Figure 1. Clock routing.
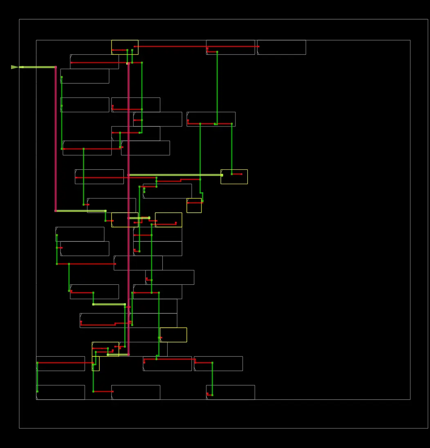
Figure 2. Supply network.
Drawn at 4 px/um. Pins as bars on the die edge.
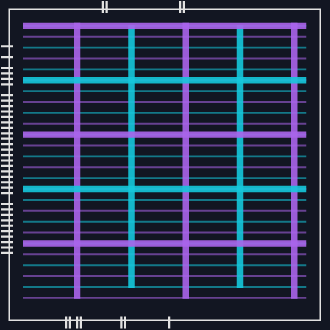
Figure 3. Clock wires, drivers and flops.
Drawn at 4 px/um.
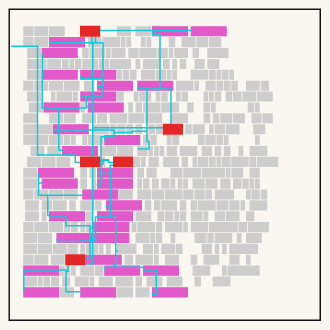
Figure 4. Selected gate families.
Drawn at 4 px/um.
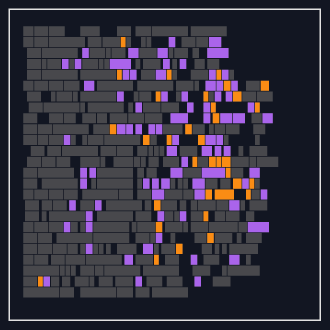
Figure 5. Metal layers overlaid.
Drawn at 6 px/um.
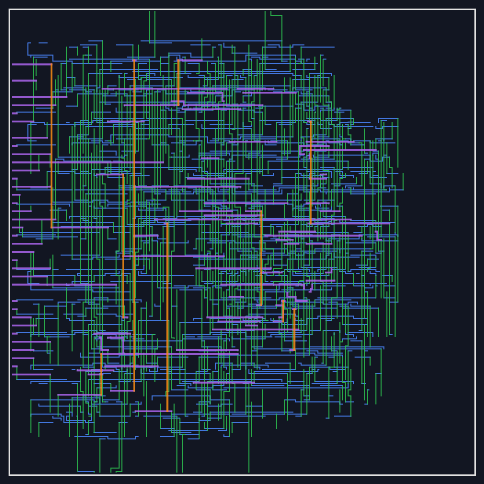
<file path="src/rtl/ula8_pipe.sv">
// Two-stage pipelined 8-bit ULA: stage 1 captures operands via valid/ready,
// stage 2 holds the computed result, flags and accumulator until consumed.
module ula8_pipe #(
    parameter int WIDTH = 8
) (
    input  logic             clk,
    input  logic             reset,
    input  logic             in_valid,
    output logic             in_ready,
    input  logic [WIDTH-1:0] A,
    input  logic [WIDTH-1:0] B,
    input  logic [2:0]       op,
    input  logic             use_acc,
    output logic             out_valid,
    input  logic             out_ready,
    output logic [WIDTH-1:0] F,
    output logic             Z,
    output logic             N,
    output logic             C,
    output logic             V,
    output logic [WIDTH-1:0] acc
);

    localparam logic [2:0] OP_AND  = 3'b000;
    localparam logic [2:0] OP_OR   = 3'b001;
    localparam logic [2:0] OP_XOR  = 3'b010;
    localparam logic [2:0] OP_NOT  = 3'b011;
    localparam logic [2:0] OP_ADD  = 3'b100;
    localparam logic [2:0] OP_SUB  = 3'b101;
    localparam logic [2:0] OP_PASA = 3'b110;
    localparam logic [2:0] OP_PASB = 3'b111;

    logic             s1_valid_q, s1_valid_d;
    logic [WIDTH-1:0] s1_a_q, s1_a_d;
    logic [WIDTH-1:0] s1_b_q, s1_b_d;
    logic [2:0]       s1_op_q, s1_op_d;

    logic             out_valid_q, out_valid_d;
    logic [WIDTH-1:0] f_q, f_d;
    logic             z_q, z_d;
    logic             n_q, n_d;
    logic             c_q, c_d;
    logic             v_q, v_d;
    logic [WIDTH-1:0] acc_q, acc_d;

    logic             accept;
    logic             move;
    logic [WIDTH-1:0] alu_f;
    logic             alu_c;
    logic             alu_v;
    logic [WIDTH:0]   sum;

    // Stage 1 may take a new op whenever its current content can leave this edge.
    assign move     = s1_valid_q && (!out_valid_q || out_ready);
    assign in_ready = !s1_valid_q || !out_valid_q || out_ready;
    assign accept   = in_valid && in_ready;

    always_comb begin
        sum   = '0;
        alu_f = '0;
        alu_c = 1'b0;
        alu_v = 1'b0;
        case (s1_op_q)
            OP_AND:  alu_f = s1_a_q & s1_b_q;
            OP_OR:   alu_f = s1_a_q | s1_b_q;
            OP_XOR:  alu_f = s1_a_q ^ s1_b_q;
            OP_NOT:  alu_f = ~s1_a_q;
            OP_ADD: begin
                sum   = {1'b0, s1_a_q} + {1'b0, s1_b_q};
                alu_f = sum[WIDTH-1:0];
                alu_c = sum[WIDTH];
                alu_v = (s1_a_q[WIDTH-1] == s1_b_q[WIDTH-1]) &&
                        (alu_f[WIDTH-1] != s1_a_q[WIDTH-1]);
            end
            OP_SUB: begin
                sum   = {1'b0, s1_a_q} + {1'b0, ~s1_b_q} + (WIDTH+1)'(1);
                alu_f = sum[WIDTH-1:0];
                alu_c = sum[WIDTH];
                alu_v = (s1_a_q[WIDTH-1] != s1_b_q[WIDTH-1]) &&
                        (alu_f[WIDTH-1] != s1_a_q[WIDTH-1]);
            end
            OP_PASA: alu_f = s1_a_q;
            OP_PASB: alu_f = s1_b_q;
            default: alu_f = '0;
        endcase
    end

    always_comb begin
        s1_valid_d = s1_valid_q;
        s1_a_d     = s1_a_q;
        s1_b_d     = s1_b_q;
        s1_op_d    = s1_op_q;
        if (accept) begin
            s1_valid_d = 1'b1;
            s1_a_d     = use_acc ? acc_q : A;
            s1_b_d     = B;
            s1_op_d    = op;
        end else if (move) begin
            s1_valid_d = 1'b0;
        end
    end

    always_comb begin
        out_valid_d = out_valid_q;
        f_d         = f_q;
        z_d         = z_q;
        n_d         = n_q;
        c_d         = c_q;
        v_d         = v_q;
        acc_d       = acc_q;
        if (move) begin
            out_valid_d = 1'b1;
            f_d         = alu_f;
            z_d         = (alu_f == '0);
            n_d         = alu_f[WIDTH-1];
            c_d         = alu_c;
            v_d         = alu_v;
            acc_d       = alu_f;
        end else if (out_valid_q && out_ready) begin
            out_valid_d = 1'b0;
        end
    end

    always_ff @(posedge clk or posedge reset) begin
        if (reset) begin
            s1_valid_q  <= 1'b0;
            s1_a_q      <= '0;
            s1_b_q      <= '0;
            s1_op_q     <= '0;
            out_valid_q <= 1'b0;
            f_q         <= '0;
            z_q         <= 1'b0;
            n_q         <= 1'b0;
            c_q         <= 1'b0;
            v_q         <= 1'b0;
            acc_q       <= '0;
        end else begin
            s1_valid_q  <= s1_valid_d;
            s1_a_q      <= s1_a_d;
            s1_b_q      <= s1_b_d;
            s1_op_q     <= s1_op_d;
            out_valid_q <= out_valid_d;
            f_q         <= f_d;
            z_q         <= z_d;
            n_q         <= n_d;
            c_q         <= c_d;
            v_q         <= v_d;
            acc_q       <= acc_d;
        end
    end

    assign out_valid = out_valid_q;
    assign F         = f_q;
    assign Z         = z_q;
    assign N         = n_q;
    assign C         = c_q;
    assign V         = v_q;
    assign acc       = acc_q;

endmodule

</file>
<file path="config.mk">
export PLATFORM = sky130hd
export DESIGN_NAME = ula8_pipe
export DESIGN_NICKNAME = d
export VERILOG_FILES = /design/src/rtl/ula8_pipe.sv
export SDC_FILE = /design/constraint.sdc
export NUM_CORES = 1
export LEC_CHECK = 0
export CORE_MARGIN = 3
export CORE_UTILIZATION = 55
export CTS_BUF_LIST = sky130_fd_sc_hd__clkbuf_8
export DETAILED_ROUTE_END_ITERATION = 8
export GPL_TIMING_DRIVEN = 0
export PLACE_DENSITY = 0.91
export SLEW_MARGIN = 5
export SYNTH_ARGS = -nofsm -noshare
export SYNTH_HDL_FRONTEND = slang
export SYNTH_SLANG_ARGS = --single-unit
</file>
<file path="constraint.sdc">
create_clock -name clk -period 3.4 [get_ports clk]
set_input_delay 0.68 -clock clk [delete_from_list [all_inputs] [get_ports clk]]
set_output_delay 0.68 -clock clk [all_outputs]
set_load 0.03 [all_outputs]
</file>
==> results.cfg <==
; physical design summary
[grt]
grt_max_degree = 33
grt_use_total_pct = 26.8
grt_first_pass_wirelength_mm = 12.9
grt_pass1_vias = 2683
antenna_found_initial = 0
overflow = 0

[logic_synthesis]
syn_nets = 367
synthArstFlopShare_pct = 100
ys_top_cells_by_area = dfrtp_1 29%, ha_1 11%, mux2_2 5.2%, mux2i_1 4.6%, a21oi_1 4.5%
yosysTopAreaCellShare_pct = 28.6
yosys_most_used_dff = dfrtp_1
ys_chip_area_um2 = 2800
ys_seq_share_pct = 28.6
syn-mean-instance-area_um2 = 8.85
synthCells = 317
synth.distinct_cells = 58
ys_seq_elements = 32
top_area_cell = dfrtp_1
ys_cells = 317
edf_count = 0
ys.warnings.count = 0
synth_area_um2 = 2800

[clock_network]
htree_levels = 2
clk_path_buf_depth = 2
ctsHoldBuffers = 0
cts_root_buf = clkbuf_8
ctsResizeCount = 0
cts_tree = built
clk_pin_slew_ns = 0.08
post_cts_buffers = 0

[placement]
dpl_cell_area_um2 = 3330
dp_cells = 428
place_congestion = 0.885
io_buffers = 44
place_ws_ns = 0.744
dp_hpwl_mm = 5.69

[final_timing]
finalMaxSlewViolations = 0
whs_ns = 0.506
clock.fmax_mhz = 366
finalHoldViolCount = 0
finalSetupViolCount = 0
period_used_pct = 80.4
fin_crit_ns = 2.73
slew-limit-headroom_pct = 23.4
rsz0062_at_grt = false
tightest_slew_ns = 1.14
setup_ws_ns = 0.666
setup_tns_ns = 0

[final_layout]
buffer_area_share_pct = 18.3
logic_area_um2 = 1710
inverters = 28
post-route-util_pct = 71.0
drive_gt1_share_pct = 13.6
fin_cells = 436
buffers = 71
comb_area_share_pct = 49.9
lay_top_count = clkdlybuf4s50_1
layout_top_cells = 44 x clkdlybuf4s50_1, 32 x dfrtp_1, 27 x inv_1
final_design_area_no_fill_um2 = 3420
largest_class = logic gates
n_fill_cell = 348
clk_share_pct = 2.74
num_antenna_cells = 0
seq_cells = 32
syn2layout_area_growth_pct = 22.0
fin_nets = 418
seqCellArea_um2 = 801
seqAreaFraction_pct = 23.4
multi_input_comb_cells = 230

[floorplan]
rows = 25
nWellTaps = 67
chip_area_um2 = 5990
fp_util_pct = 58.2
io_pins = 46

[pwr]
netSwitchingFraction_pct = 46.3
combPwrFrac_pct = 61.3
p_leak_nw = 1.52
switching_power_mw = 1.09
power_density_nw_per_um2 = 692
p_int_mw = 1.27
power_frac_seq_pct = 25.2
power_mw = 2.37

[run]
tool_warnings = 42
max_cap_viol_count = 0

[routing]
ant_nets = 0
routedWlPerCell_um = 18.0
drc_errors = 0
vias_per_cell = 6.12
dr_total_vias = 2668
finalWirelength_mm = 7.85
drt_iter0_markers = 360
drt_first_pass_iters = 5

[setup_path]
criticalPathCategory = flip-flop to flip-flop
critPathBufInv = 2
arrival_ns = 2.93
r2r_end = Z
start_kind = flip-flop
reg2regPathDepth = 10
crit_end = Z
cp.required_ns = 3.59
rrSetupSlack_ns = 0.67
critPathLaunch = s1_b_q[0]
crit_path_max_fanout = 5
endpoint_kind = flip-flop
crit_top_cell = inv_1
cp_slowest_cell = fa_1
crit_cells = 10
crit_family = adder cells
crit_chain = ha_1 > inv_1 > fa_1 > inv_1 > mux4_2 > nand2_1 > o211a_1 > nand3_1 > nand4b_1 > o31ai_1
critical-path-max-stage-delay_ns = 0.48
timing.rr.start = s1_b_q[0]

[status]
run_status = finished clean

[worst_hold_path]
min_path_type = flip-flop to flip-flop
holdCritStartpoint = V
whs_path_depth = 2
hold_end = V
-- Figure 1 (at the start) --
number of buffers created by CTS: 5
Worst-Skew Late Latency: 0.30 ns
# clock sinks: 32
final-layout clock buffer total: 6
clock group power: 321 uW

-- Figure 2 (at the start) --
Cyan is VDD. Purple is VSS.
The core has 25 rows. 26 met1 rails follow the rows. 5 straps on met4. 46 signal pins sit on the boundary.
CORE AREA: 4820 um^2
maximum VDD drop: 539 uV
die width: 77.4 um

-- Figure 3 (at the start) --
Magenta is flip-flops, count 32. Red is cells driving clock nets, count 5. Cyan is clock wires, length 505 um.
There are 6 routed clock nets.
clock power share: 13.5%
Worst Skew: 0.00677 ns

-- Figure 4 (at the start) --
Orange is NOR gates, cells 34. Purple is inverting AOI/OAI gates, cells 80.

-- Figure 5 (at the start) --
Orange is met4, wire length 195 um. Purple is met3, wire length 656 um. Blue is met1, wire length 3,240 um. Green is met2, wire length 3,760 um.

power by group through the flow:
stage / Clock (mW) / Combinational, mW / Sequential (mW)
2_1_floorplan: 0 / 0.916 / 0.656
3_3_place_gp: 0 / 1.37 / 0.583
3_5_place_dp: 0 / 1.41 / 0.593
4_1_cts: 0.319 / 1.43 / 0.590
5_1_grt: 0.334 / 1.56 / 0.605
6_report: 0.321 / 1.45 / 0.596
layer usage:
layer	up-vias	share of wire, %	global-route usage [%]
li1	1211	-	-
met1	1267	41	34.1
met2	166	48	45.9
met3	24	8.3	4.06
met4	0	2.5	9.79
met5	-	0	0
kinds of logic after synthesis:
| family | share of synthesized area (%) |
|---|---|
| buffers and inverters | 10.5 |
| adder cells (fa/ha/maj) | 12.1 |
| flip-flops | 28.6 |
| AND/OR/NAND/NOR | 13.1 |
| multiplexers | 11.5 |
| XOR/XNOR | 2.19 |
| AND-OR/OR-AND | 22.0 |
sequential cells by signal, indices dropped and copies added, names as in the netlist, 3 cells and up:
register	cells
s1_a_q	8
s1_b_q	8
acc	7
s1_op_q	3
cells in the mapped netlist, drive strengths merged (2+ instances only):
master   n
o211a    2
mux2    15
nand3b   3
o31ai    2
o22ai    2
a221oi   2
ha      24
clkbuf   5
o21bai   3
xnor2    4
nor3    12
a31oi    2
nor2b    4
a211o    2
dfrtp   32
nand3    4
a21oi   26
o211ai   5
buf     22
nor2    17
o21ai   27
a311oi   2
or4      2
o21a     3
inv     28
mux2i   13
nand2b   5
xor2     3
fa       2
a211oi   3
nand2   25
worst reg2reg max path, stage by stage, from the launching register on:
cell and delay (ns):
dfrtp_1 0.43, ha_1 0.25, inv_1 0.07, fa_1 0.48, inv_1 0.04, mux4_2 0.46
nand2_1 0.10, o211a_1 0.21, nand3_1 0.11, nand4b_1 0.21, o31ai_1 0.27
Power is estimated from default activity; no workload was simulated.
